$ cat config.mk
export PLATFORM = sky130hd
export DESIGN_NAME = noc_input_buffer
export DESIGN_NICKNAME = d
export VERILOG_FILES = /design/src/rtl/noc_pkg.sv /design/src/rtl/noc_fifo.sv /design/src/rtl/noc_input_buffer.sv
export SDC_FILE = /design/constraint.sdc
export NUM_CORES = 1
export LEC_CHECK = 0
export CORE_MARGIN = 3
export CORE_UTILIZATION = 62
export CTS_BUF_LIST = sky130_fd_sc_hd__clkbuf_8
export DETAILED_ROUTE_END_ITERATION = 10
export PLACE_DENSITY = 0.87
export RECOVER_POWER = 100
export SETUP_SLACK_MARGIN = 0.4
export SLEW_MARGIN = 20
export SYNTH_ARGS = -nofsm -noshare
export SYNTH_HDL_FRONTEND = slang
export SYNTH_HIERARCHICAL = 1
export SYNTH_SLANG_ARGS = --single-unit
export TNS_END_PERCENT = 50
$ cat constraint.sdc
create_clock -name clk -period 4.4 [get_ports clk]
set_input_delay 0.66 -clock clk [delete_from_list [all_inputs] [get_ports clk]]
set_output_delay 0.66 -clock clk [all_outputs]
set_load 0.05 [all_outputs]
$ cat src/rtl/noc_pkg.sv
// Shared flit-format constants, flit/packet state enums and the XY route function
// for the NoC input buffer.
package noc_pkg;

  typedef enum logic [1:0] {
    SINGLE = 2'b00,
    HEAD   = 2'b01,
    BODY   = 2'b10,
    TAIL   = 2'b11
  } flit_type_e;

  typedef enum logic {
    IDLE = 1'b0,
    PKT  = 1'b1
  } pkt_state_e;

  localparam int TYPE_MSB    = 15;
  localparam int TYPE_LSB    = 14;
  localparam int DX_MSB      = 13;
  localparam int DY_MSB      = 9;
  localparam int COORD_MAX_W = 8;

  localparam logic [4:0] R_L = 5'b10000;
  localparam logic [4:0] R_N = 5'b01000;
  localparam logic [4:0] R_S = 5'b00100;
  localparam logic [4:0] R_E = 5'b00010;
  localparam logic [4:0] R_W = 5'b00001;

  // Dimension-order routing: resolve X first, then Y (Y grows southward).
  function automatic logic [4:0] xy_route(input logic [COORD_MAX_W-1:0] dest_x,
                                          input logic [COORD_MAX_W-1:0] dest_y,
                                          input logic [COORD_MAX_W-1:0] my_x,
                                          input logic [COORD_MAX_W-1:0] my_y);
    logic [4:0] r;
    if (dest_x > my_x)      r = R_E;
    else if (dest_x < my_x) r = R_W;
    else if (dest_y > my_y) r = R_S;
    else if (dest_y < my_y) r = R_N;
    else                    r = R_L;
    return r;
  endfunction

endpackage

$ cat src/rtl/noc_fifo.sv
// Circular buffer of DEPTH x DATA_W entries. The caller gates push so that a
// push while full only happens together with a pop.
module noc_fifo
  import noc_pkg::*;
#(
  parameter int DATA_W = 16,
  parameter int DEPTH  = 4
) (
  input  logic                    clk,
  input  logic                    reset,
  input  logic                    push_i,
  input  logic                    pop_i,
  input  logic [DATA_W-1:0]       wdata_i,
  output logic [DATA_W-1:0]       rdata_o,
  output logic                    full_o,
  output logic                    empty_o,
  output logic [$clog2(DEPTH):0]  count_o
);

  localparam int PTR_W = $clog2(DEPTH);
  localparam int CNT_W = PTR_W + 1;

  logic [DATA_W-1:0] mem_q [DEPTH];
  logic [DATA_W-1:0] mem_d [DEPTH];
  logic [PTR_W-1:0]  wr_ptr_q, wr_ptr_d;
  logic [PTR_W-1:0]  rd_ptr_q, rd_ptr_d;
  logic [CNT_W-1:0]  count_q, count_d;

  always_comb begin
    mem_d    = mem_q;
    wr_ptr_d = wr_ptr_q;
    rd_ptr_d = rd_ptr_q;
    count_d  = count_q;
    if (push_i) begin
      mem_d[wr_ptr_q] = wdata_i;
      wr_ptr_d        = wr_ptr_q + 1'b1;
    end
    if (pop_i) begin
      rd_ptr_d = rd_ptr_q + 1'b1;
    end
    case ({push_i, pop_i})
      2'b10:   count_d = count_q + 1'b1;
      2'b01:   count_d = count_q - 1'b1;
      default: count_d = count_q;
    endcase
  end

  always_ff @(posedge clk or negedge reset) begin
    if (!reset) begin
      for (int i = 0; i < DEPTH; i++) mem_q[i] <= '0;
      wr_ptr_q <= '0;
      rd_ptr_q <= '0;
      count_q  <= '0;
    end else begin
      mem_q    <= mem_d;
      wr_ptr_q <= wr_ptr_d;
      rd_ptr_q <= rd_ptr_d;
      count_q  <= count_d;
    end
  end

  assign rdata_o = mem_q[rd_ptr_q];
  assign full_o  = (count_q == CNT_W'(DEPTH));
  assign empty_o = (count_q == '0);
  assign count_o = count_q;

endmodule

$ cat src/rtl/noc_input_buffer.sv
// Credit-based router input stage: FIFO, XY route of the head flit, packet FSM.
// Define NOC_IBUF_CHECK_EN to enable the sticky protocol/overflow error flag.
module noc_input_buffer
  import noc_pkg::*;
#(
  parameter int DATA_W  = 16,
  parameter int DEPTH   = 4,
  parameter int COORD_W = 4,
  parameter int MY_X    = 0,
  parameter int MY_Y    = 0
) (
  input  logic              clk,
  input  logic              reset,
  input  logic [DATA_W-1:0] data_i,
  input  logic              valid_i,
  output logic              credit_o,
  output logic [DATA_W-1:0] data_o,
  output logic              valid_o,
  output logic [4:0]        route_o,
  input  logic              pop_i,
  output logic              err_o
);

  localparam int CNT_W = $clog2(DEPTH) + 1;

  logic [DATA_W-1:0]  head_flit;
  logic               fifo_full, fifo_empty;
  logic [CNT_W-1:0]   fifo_count;
  logic               push_en, pop_en;
  flit_type_e         head_type;
  logic [COORD_W-1:0] dest_x, dest_y;
  logic [4:0]         head_route;

  pkt_state_e state_q, state_d;
  logic [4:0] route_q, route_d;
  logic       credit_q, credit_d;

  // A full FIFO still accepts a flit when the head leaves in the same cycle.
  assign pop_en  = pop_i & ~fifo_empty;
  assign push_en = valid_i & (~fifo_full | pop_en);

  noc_fifo #(
    .DATA_W (DATA_W),
    .DEPTH  (DEPTH)
  ) u_fifo (
    .clk     (clk),
    .reset   (reset),
    .push_i  (push_en),
    .pop_i   (pop_en),
    .wdata_i (data_i),
    .rdata_o (head_flit),
    .full_o  (fifo_full),
    .empty_o (fifo_empty),
    .count_o (fifo_count)
  );

  assign head_type  = flit_type_e'(head_flit[TYPE_MSB:TYPE_LSB]);
  assign dest_x     = head_flit[DX_MSB -: COORD_W];
  assign dest_y     = head_flit[DY_MSB -: COORD_W];
  assign head_route = xy_route(COORD_MAX_W'(dest_x), COORD_MAX_W'(dest_y),
                               COORD_MAX_W'(MY_X), COORD_MAX_W'(MY_Y));

  always_comb begin
    state_d  = state_q;
    route_d  = route_q;
    credit_d = pop_en;
    if (pop_en) begin
      case (state_q)
        IDLE: begin
          if (head_type == HEAD) begin
            state_d = PKT;
            route_d = head_route;
          end
        end
        PKT: begin
          if (head_type == TAIL) state_d = IDLE;
        end
        default: state_d = IDLE;
      endcase
    end
  end

  always_ff @(posedge clk or negedge reset) begin
    if (!reset) begin
      state_q  <= IDLE;
      route_q  <= '0;
      credit_q <= 1'b0;
    end else begin
      state_q  <= state_d;
      route_q  <= route_d;
      credit_q <= credit_d;
    end
  end

  assign valid_o  = ~fifo_empty;
  assign data_o   = (fifo_count != '0) ? head_flit : '0;
  assign route_o  = fifo_empty ? 5'b0 : ((state_q == PKT) ? route_q : head_route);
  assign credit_o = credit_q;

`ifdef NOC_IBUF_CHECK_EN
  logic err_q, err_d;

  always_comb begin
    err_d = err_q;
    if (valid_i && fifo_full && !pop_en) err_d = 1'b1;
    if (pop_en) begin
      if (state_q == IDLE && (head_type == BODY || head_type == TAIL))   err_d = 1'b1;
      if (state_q == PKT  && (head_type == SINGLE || head_type == HEAD)) err_d = 1'b1;
    end
  end

  always_ff @(posedge clk or negedge reset) begin
    if (!reset) err_q <= 1'b0;
    else        err_q <= err_d;
  end

  assign err_o = err_q;
`else
  assign err_o = 1'b0;
`endif

endmodule

Wiring by layer:
Drawn at 4 px/µm. Only two layers are drawn.
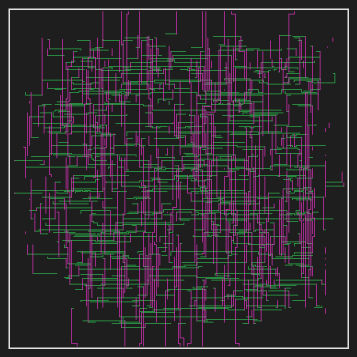
color	layer	wire length
magenta	M2	3,490 µm
green	M1	3,080 µm

A small window of the routed layout:
Region (22, 22) to (62, 62) µm. Cells in gray, sequential cells in the stronger gray; small squares are vias.
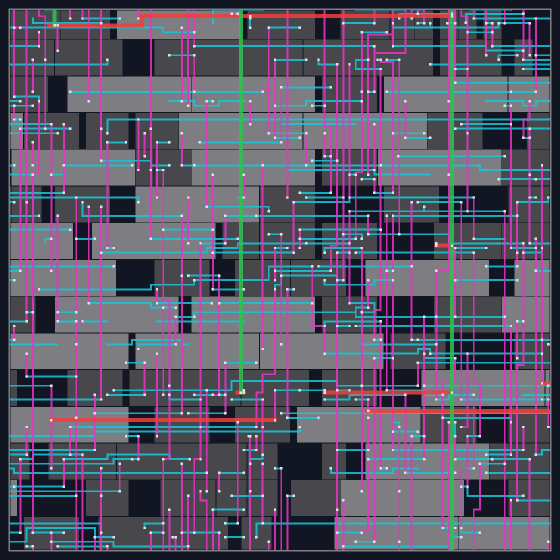
color	layer
green	M4
cyan	M1
red	M3
magenta	M2
cells with their middle in the window	85
netlist names of flops here include	u_fifo/mem_q (24), u_fifo/rd_ptr_q (2)
most frequent	dfrtp_1 (26), mux2_1 (14), mux2_2 (11)
sequential cells in the window	26

Cell placement:
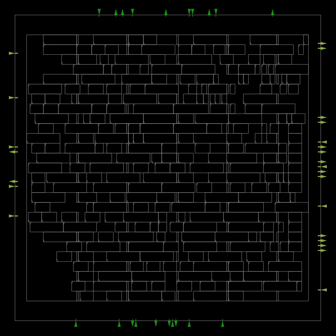
Util after Layout: 0.737
row count: 27
non-filler cells, final: 358
sequential cell area share: 0.452
FF+latch count: 76

M2 wires:
Drawn at 4 px/µm.
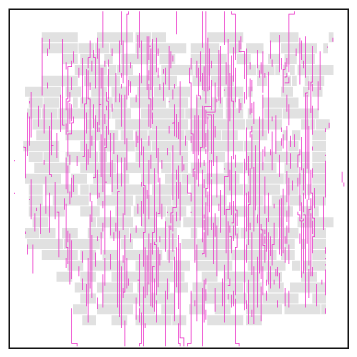
main direction	vertical
nets with wire on the layer	282

Ports around the boundary:
Drawn at 6 px/µm. Pins as bars across the die edge, other pins in gray.
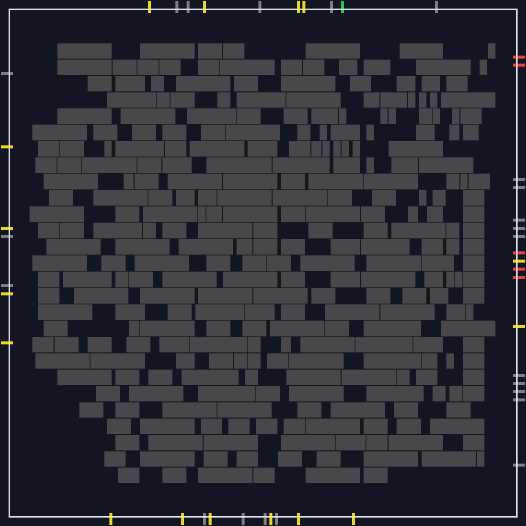
color	port	pins	direction	edge
red	route_o	5	output	right
yellow	data_i	16	input	6 bottom, 4 left, 4 top, 2 right
green	valid_i	1	input	top
all pins by edge	17 right, 10 bottom, 10 top, 7 left

## area by class of cell
cell class	instances	share of cell area
Tap cell	72	0.0214
Clock buffer	10	0.0327
Inverter	8	0.00713
Sequential cell	76	0.452
Multi-Input combinational cell	142	0.375
Timing Repair Buffer	44	0.0987
Clock inverter	6	0.0134
## Yosys cell counts, types with 3 or more instances
cell	number
dfrtp_1	76
mux2_4	41
mux2_2	25
nor2b_1	17
inv_1	8
mux4_1	8
mux4_2	8
buf_6	5
ha_1	5
buf_4	4
nand2_4	4
nor2_1	4
xor2_1	4
nand2_1	3
## cell families (layout without fill, tap and decap cells)
logic type,count (synthesis),after routing
xor gates and xnor gates,6,6
AOI/OAI and AO/OA,5,5
DFF,76,76
buffers and inverters,21,68
adders and majority gates,6,6
muxes,85,85
and+or+nand+nor,37,37
other,1,3
## routing by layer
layer,part of all wire,vias up,GRT usage,wire [µm]
li1,-,941,-,-
met1,0.44,1077,0.280,3080
met2,0.50,39,0.362,3490
met3,0.034,13,0.0481,239
met4,0.018,0,0.0849,127
met5,0,-,0,0
## worst max path at each step
stage | start | end | slack [ns]
detailed placement | u_fifo/rd_ptr_q[0] | route_o[4] | 0.72
floorplan | u_fifo/rd_ptr_q[0] | route_o[4] | 1.48
finish | u_fifo/rd_ptr_q[0] | route_o[2] | 0.43
CTS | u_fifo/rd_ptr_q[0] | route_o[4] | 0.50
global route | u_fifo/rd_ptr_q[0] | route_o[2] | 0.27
global placement | u_fifo/rd_ptr_q[0] | route_o[4] | 0.80
## sequential cells by signal, summed over array words and instances (netlist names), named ones only
name,count
credit_o,1
route_q,3
u_fifo/count_o,3
u_fifo/mem_q,64
u_fifo/rd_ptr_q,2
u_fifo/wr_ptr_q,2
## worst max-delay path: stages (launching register included)
cell             delay [ns]
dfrtp_1                0.70
mux4_1                 0.64
or4_4                  0.58
nor2b_4                0.14
a22o_1                 0.12
clkdlybuf4s50_1        0.79
## repair_timing
action / 4_1_cts / 5_1_grt
pin swaps: 0 / 0
gates resized: 1 / 1
buffers inserted: 0 / 0
setup endpoints to repair: 1 / 1
## stage by stage
| step | setup slack, ns | cell area (µm²) | hold WS (ns) |
|---|---|---|---|
| after global routing | 0.275 | 4210 | 0.517 |
| after CTS | 0.504 | 4400 | 0.420 |
| after floorplan | 1.48 | 3810 | 0.364 |
| after detailed placement | 0.723 | 4210 | 0.487 |
| after global placement | 0.798 | 4210 | 0.480 |
| final | 0.434 | 4210 | 0.487 |
==> results.toml <==
# synthesis and place-and-route metrics
[route]
drc_errors = 0
first_pass_iters = 4
drt_wl_total_um = 6930
drt_iter0_markers = 79
drtAntennaViolNets = 0
wl_per_cell_um = 19.4
viasPerCell = 5.78
dr_total_vias = 2070

[critical_path]
worstSetupStartpointType = "register"
cp.arrival_ns = 3.31
ff2ff_setup_slack_ns = 1.65
critPathKind = "reg -> out"
crit_fanout = 11
r2r_end = "u_fifo/mem_q[4]"
end_kind = "output pin"
critPathRequiredTime_ns = 3.74
ff2ff_path_depth = 5
rr_startpoint = "u_fifo/count_o[0]"

[global_routing]
grt_pass1_wl_um = 11800
grt_overflow = 0
grt_usage = 0.217
antenna_found_initial = 0
grt_max_degree = 41
grt_pass1_vias = 2289

[clocking]
htree_levels = 3
numClockSinks = 76
clk_pin_slew_ns = 0.07
cts_tree = "built"
cts_buffer_depth = 2
cts-root-buf = "clkbuf_8"
cts_buffers = 9
worstSkewPairLatency_ns = 0.34

[finish]
layout_top_cells = "dfrtp_1 (76), mux2_1 (41), mux2_2 (25)"
num-fill-cells = 396
diodes = 0
combGateArea_um2 = 1580
seq_area_um2 = 1900
drive_gt1_frac = 0.199
layout_top_cell_excl_fill_tap = "dfrtp_1"
fin_nets = 307
syn2layout_area_growth_pct = 10.6

[job]
tool_warnings = 29
cap_violations = 1

[die]
pin_count = 44
fp_util = 0.667
dieWidth_um = 84.4
core_area_um2 = 5710
dieHeight_um = 84.4

[final_timing]
max_freq_mhz = 252
hold_viol = 0
drv_slew = 38
rsz0062_at_grt = "false"
tightest_slew_ns = 1.94
relSlewSlack = -0.290
post-route-min-period_ns = 3.97
fin_crit_sh = 0.901
final-setup-viol-count = 0
setup_tns_ns = 0
skew_ns = 0.0162

[synth]
synth_top_flop_cell = "dfrtp_1"
synth-edff-count = 0
syn_area_per_cell_um2 = 16.1
aoi_share = 0.00920
synth.largest_area_cell = "dfrtp_1"
synth_top_area_share = 0.500
ys_sh_xor = 0.0138
logic_family = "multiplexers"
ys_area_um2 = 3810
yosys_warnings = 6
ys_async_sr_fraction = 1.00
synthSimpleGateAreaFrac = 0.0687
ys_ff = 76
topCellsByArea = "dfrtp_1 (50%), mux2_4 (16%), mux2_2 (7.4%), mux4_1 (5.5%), mux4_2 (4.7%)"
mux_area_frac = 0.346
netlist_area_um2 = 3810
ys_cells = 237
ys_types = 32

[placed_design]
io_buffers = 40
dp.cells = 342
place_hpwl_um = 4670
place_congestion = 0.795

[min_path]
hold_class = "reg -> reg"
hp-start = "u_fifo/mem_q[20]"
holdPathStages = 1
min_to = "u_fifo/mem_q[20]"

[run_status]
violations = "max-capacitance violations, max-slew violations"
status = "complete, but fails checks"
